==> images/placement.png <==
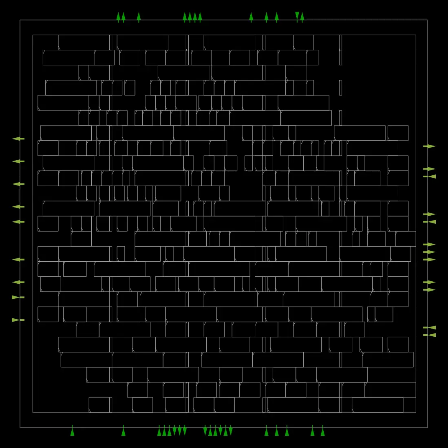
==> images/io_fan.png <==
Drawn at 4 px/micron.
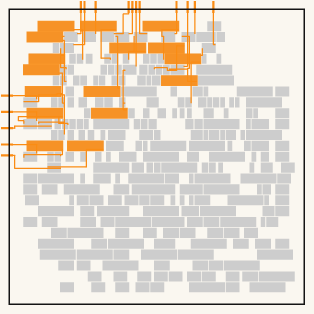
==> images/io_placement.png <==
Drawn at 6 px/micron. Pins as bars across the die edge, other pins in grey.
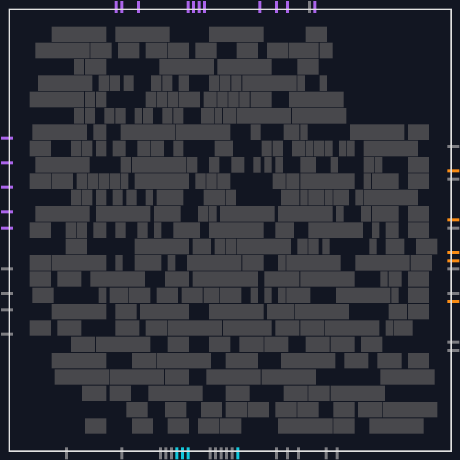
==> images/wires.png <==
Drawn at 4 px/micron. Only two layers are drawn.
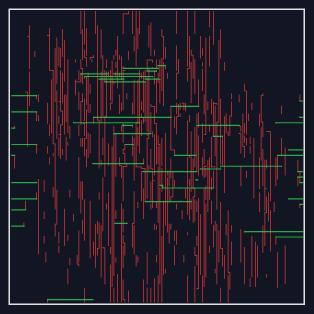
==> images/layer_met2.png <==
Drawn at 6 px/micron.
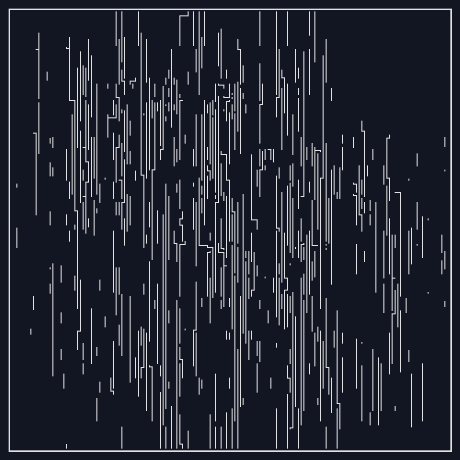
==> config.mk <==
export PLATFORM = sky130hd
export DESIGN_NAME = truth_table_scanner_flat
export DESIGN_NICKNAME = d
export VERILOG_FILES = /design/src/rtl/truth_table_scanner_pkg.sv /design/src/rtl/truth_table_scanner_if.sv /design/src/rtl/truth_table_scanner_settle_timer.sv /design/src/rtl/truth_table_scanner.sv /design/src/flat_wrapper.sv
export SDC_FILE = /design/constraint.sdc
export NUM_CORES = 1
export LEC_CHECK = 0
export CAP_MARGIN = 20
export CORE_MARGIN = 2
export CORE_UTILIZATION = 50
export CTS_BUF_LIST = sky130_fd_sc_hd__clkbuf_16
export DETAILED_ROUTE_END_ITERATION = 10
export PLACE_DENSITY = 0.77
export SLEW_MARGIN = 30
export SYNTH_ARGS = -nofsm -noshare
export SYNTH_HDL_FRONTEND = slang
export SYNTH_HIERARCHICAL = 1
export SYNTH_SLANG_ARGS = --single-unit
==> constraint.sdc <==
create_clock -name clock_i -period 3.6 [get_ports clock_i]
set_clock_uncertainty 0.2 [all_clocks]
set_input_delay 0.36 -clock clock_i [delete_from_list [all_inputs] [get_ports clock_i]]
set_output_delay 0.36 -clock clock_i [all_outputs]
set_load 0.05 [all_outputs]
==> summary.json <==
{
  "final.period_utilization": {"value": 0.756},
  "worst_slew_margin_rel": {"value": 0.584},
  "cts_buffers": {"value": 5},
  "cp_slowest_stage_delay": {"value": 0.71, "unit": "ns"},
  "top_cells_by_count": {"value": "sky130_fd_sc_hd__dfrtp_1 (51), sky130_fd_sc_hd__o21ai_0 (38), sky130_fd_sc_hd__mux2_2 (18)"},
  "setup_ws_final": {"value": 0.877, "unit": "ns"},
  "seq_area_frac_synth": {"value": 0.530},
  "netlist_instances": {"value": 220},
  "number_of_enable_type_register_cells_in_the_synthesized_netlist": {"value": 0},
  "synthFlopType": {"value": "sky130_fd_sc_hd__dfrtp_1"},
  "setup.worst_path.class": {"value": "reg2reg"},
  "path_max_fanout": {"value": 15},
  "report.power.total": {"value": 3260, "unit": "uW"},
  "reg2reg_slack": {"value": 0.88, "unit": "ns"},
  "largest_area_cell": {"value": "sky130_fd_sc_hd__dfrtp_1"},
  "drc": {"value": 0},
  "report.final.slew_viol_count": {"value": 0},
  "path_cells": {"value": "mux2_2 > mux4_2 > and3b_4 > or3_4 > a32o_1"},
  "synth_warnings": {"value": 6},
  "async_flop_share": {"value": 1.00},
  "finalHoldViolations": {"value": 0},
  "first_pass_iters": {"value": 4},
  "multi_input_comb_area": {"value": 1060, "unit": "sq um"},
  "cp_num_cells": {"value": 5},
  "pre_cts_ws": {"value": 0.909, "unit": "ns"},
  "avgSynthCellArea": {"value": 10.9, "unit": "sq um"},
  "clock_group_power": {"value": 525, "unit": "uW"},
  "yosysUniqueCellTypes": {"value": 35},
  "grt_max_degree": {"value": 51},
  "synth_flop_count": {"value": 51},
  "max_slew.worst_pin.slew": {"value": 0.624, "unit": "ns"},
  "synth_nets": {"value": 246},
  "detailed_place.area": {"value": 2970, "unit": "sq um"},
  "cts_resized": {"value": 0},
  "max-cap-violations": {"value": 0},
  "switching_share": {"value": 0.447},
  "tool_warnings": {"value": 29},
  "placedCellCount": {"value": 318},
  "rows": {"value": 25},
  "synth_area": {"value": 2410, "unit": "sq um"},
  "grt_pass1_vias": {"value": 1798},
  "gr-total-overflow": {"value": 0},
  "yosys.cell_count.top_type": {"value": "sky130_fd_sc_hd__dfrtp_1"},
  "cp_top_family": {"value": "multiplexers"},
  "outcome": {"value": "finished clean"},
  "globalplace.congestion": {"value": 0.755},
  "antenna_fix_cells": {"value": 0},
  "sequentialPowerShare": {"value": 0.323},
  "power-top-group": {"value": "combinational cells"},
  "critical_path_buf_inv_count": {"value": 0},
  "most-common-layout-cells": {"value": "sky130_fd_sc_hd__clkdlybuf4s50_1 (51), sky130_fd_sc_hd__dfrtp_1 (51), sky130_fd_sc_hd__o21ai_0 (38)"},
  "postRouteAntennaNets": {"value": 0},
  "met2WireLength": {"value": 2600, "unit": "microns"},
  "top_cells_by_area": {"value": "sky130_fd_sc_hd__dfrtp_1 (53%), sky130_fd_sc_hd__mux2_2 (8.4%), sky130_fd_sc_hd__o21ai_0 (7.9%)"},
  "clockRootBuffer": {"value": "sky130_fd_sc_hd__clkbuf_16"},
  "worst-endpoint-arrival": {"value": 2.70, "unit": "ns"},
  "cts.clk_slew.worst_paths": {"value": 0.07, "unit": "ns"},
  "cts_tree": {"value": "built"},
  "drt_first_iter_violations": {"value": 129},
  "n_fill_cell": {"value": 386},
  "detail_route.vias_per_cell": {"value": 5.73},
  "power.leakage": {"value": 0.00135, "unit": "uW"},
  "total_switching_power": {"value": 1460, "unit": "uW"},
  "htree_num_levels": {"value": 2},
  "clk_path_buf_depth": {"value": 2},
  "routedLengthMet1": {"value": 2450, "unit": "microns"},
  "setup_viol_count_final": {"value": 0},
  "top_usage_layer": {"value": "met2"},
  "clk-insertion-delay-late": {"value": 0.29, "unit": "ns"},
  "layout-drive-gt1-share": {"value": 0.140},
  "timing.critical_path.slowest_stage_cell": {"value": "sky130_fd_sc_hd__dfrtp_1"},
  "power.sequential.total": {"value": 1050, "unit": "uW"},
  "power.ir.vdd_worst": {"value": 0.601, "unit": "mV"},
  "initial_utilization": {"value": 0.513},
  "global_route_wire_length_before_repair": {"value": 9080, "unit": "microns"},
  "worst_r2r_path_depth": {"value": 5},
  "cts.sinks": {"value": 51},
  "power.combinational.total": {"value": 1680, "unit": "uW"},
  "worst_hold_slack": {"value": 0.0893, "unit": "ns"},
  "cp-start-kind": {"value": "flop"},
  "class_of_the_tightest_hold_or_removal_check": {"value": "in2async"},
  "clockPowerShare": {"value": 0.161},
  "finish.instance_area": {"value": 3130, "unit": "sq um"},
  "ys_chip_area": {"value": 2410, "unit": "sq um"},
  "dpl.hpwl": {"value": 3700, "unit": "microns"},
  "max_freq": {"value": 367, "unit": "MHz"},
  "power_density": {"value": 1040, "unit": "nW/um^2"},
  "use_met1": {"value": 0.310},
  "grt_util_met3": {"value": 0.0261},
  "setup_repair_after_global_routing_missed_its_margin": {"value": "false"},
  "ctsHoldBuffers": {"value": 0},
  "area_share_of_the_largest_cell_type_after_synthesis": {"value": 0.530},
  "chip_area": {"value": 5390, "unit": "sq um"}
}
## Picture notes: placement.png
final sequential cell count: 51
placeable core region: 4690 sq um
final standard cell count with taps included and fillers excluded: 326

## Picture notes: io_fan.png
- bus_table_o: orange (bits 16; direction output; end cells 16; buffers 16; wire 372 microns)
count of buffers inserted at the top-level ports: 51
Top Ports: 52

## Picture notes: io_placement.png
- bus_ones_o: orange (pins 5; direction output; edge east)
- bus_table_o: purple (pins 16; direction output; edge 11 north, 5 west)
- bus_x_o: cyan (pins 4; direction output; edge south)
Die Wd: 73.4 microns
Die Y-Extent: 73.4 microns

## Picture notes: wires.png
- metal 3: green (wire length 309 microns)
- metal 2: red (wire length 2600 microns)
Detailed Route WL: 5450 microns
mean routed wirelength per cell: 16.7 microns
global-route usage over all layers: 0.221
number of vias in the routed layout: 1869

## Picture notes: layer_met2.png
- main direction: vertical
- share of all routed wire: 48%
- nets with wire on the layer: 258
- longest straight run: 37.4 microns
global routing usage on met2: 0.351

[worst register-to-register path, delay by kind of cell (launching register included)]
| kind | cells | cell delay (ns) |
|---|---|---|
| flops | 1 | 0.71 |
| simple gates | 2 | 0.57 |
| compound gates | 1 | 0.26 |
| mux | 2 | 0.87 |
[cell families after synthesis]
group                      after synthesis  share of synthesized area
buffers and inverters                   18                     0.0312
DFF                                     51                      0.530
and+or+nand+nor                         51                      0.110
xor gates and xnor gates                 4                     0.0145
AOI/OAI and AO/OA                       63                      0.149
muxes                                   27                      0.135
adders and majority gates                6                     0.0312
[layout make-up]
type	count	area share
Tap cell	54	0.0216
Clock inverter	3	0.0124
Multi-Input combinational cell	151	0.338
Inverter	8	0.0104
Sequential cell	51	0.408
Clock buffer	5	0.0400
Timing Repair Buffer	54	0.170
No activity file was given, so power comes from the tool's default toggle rates.
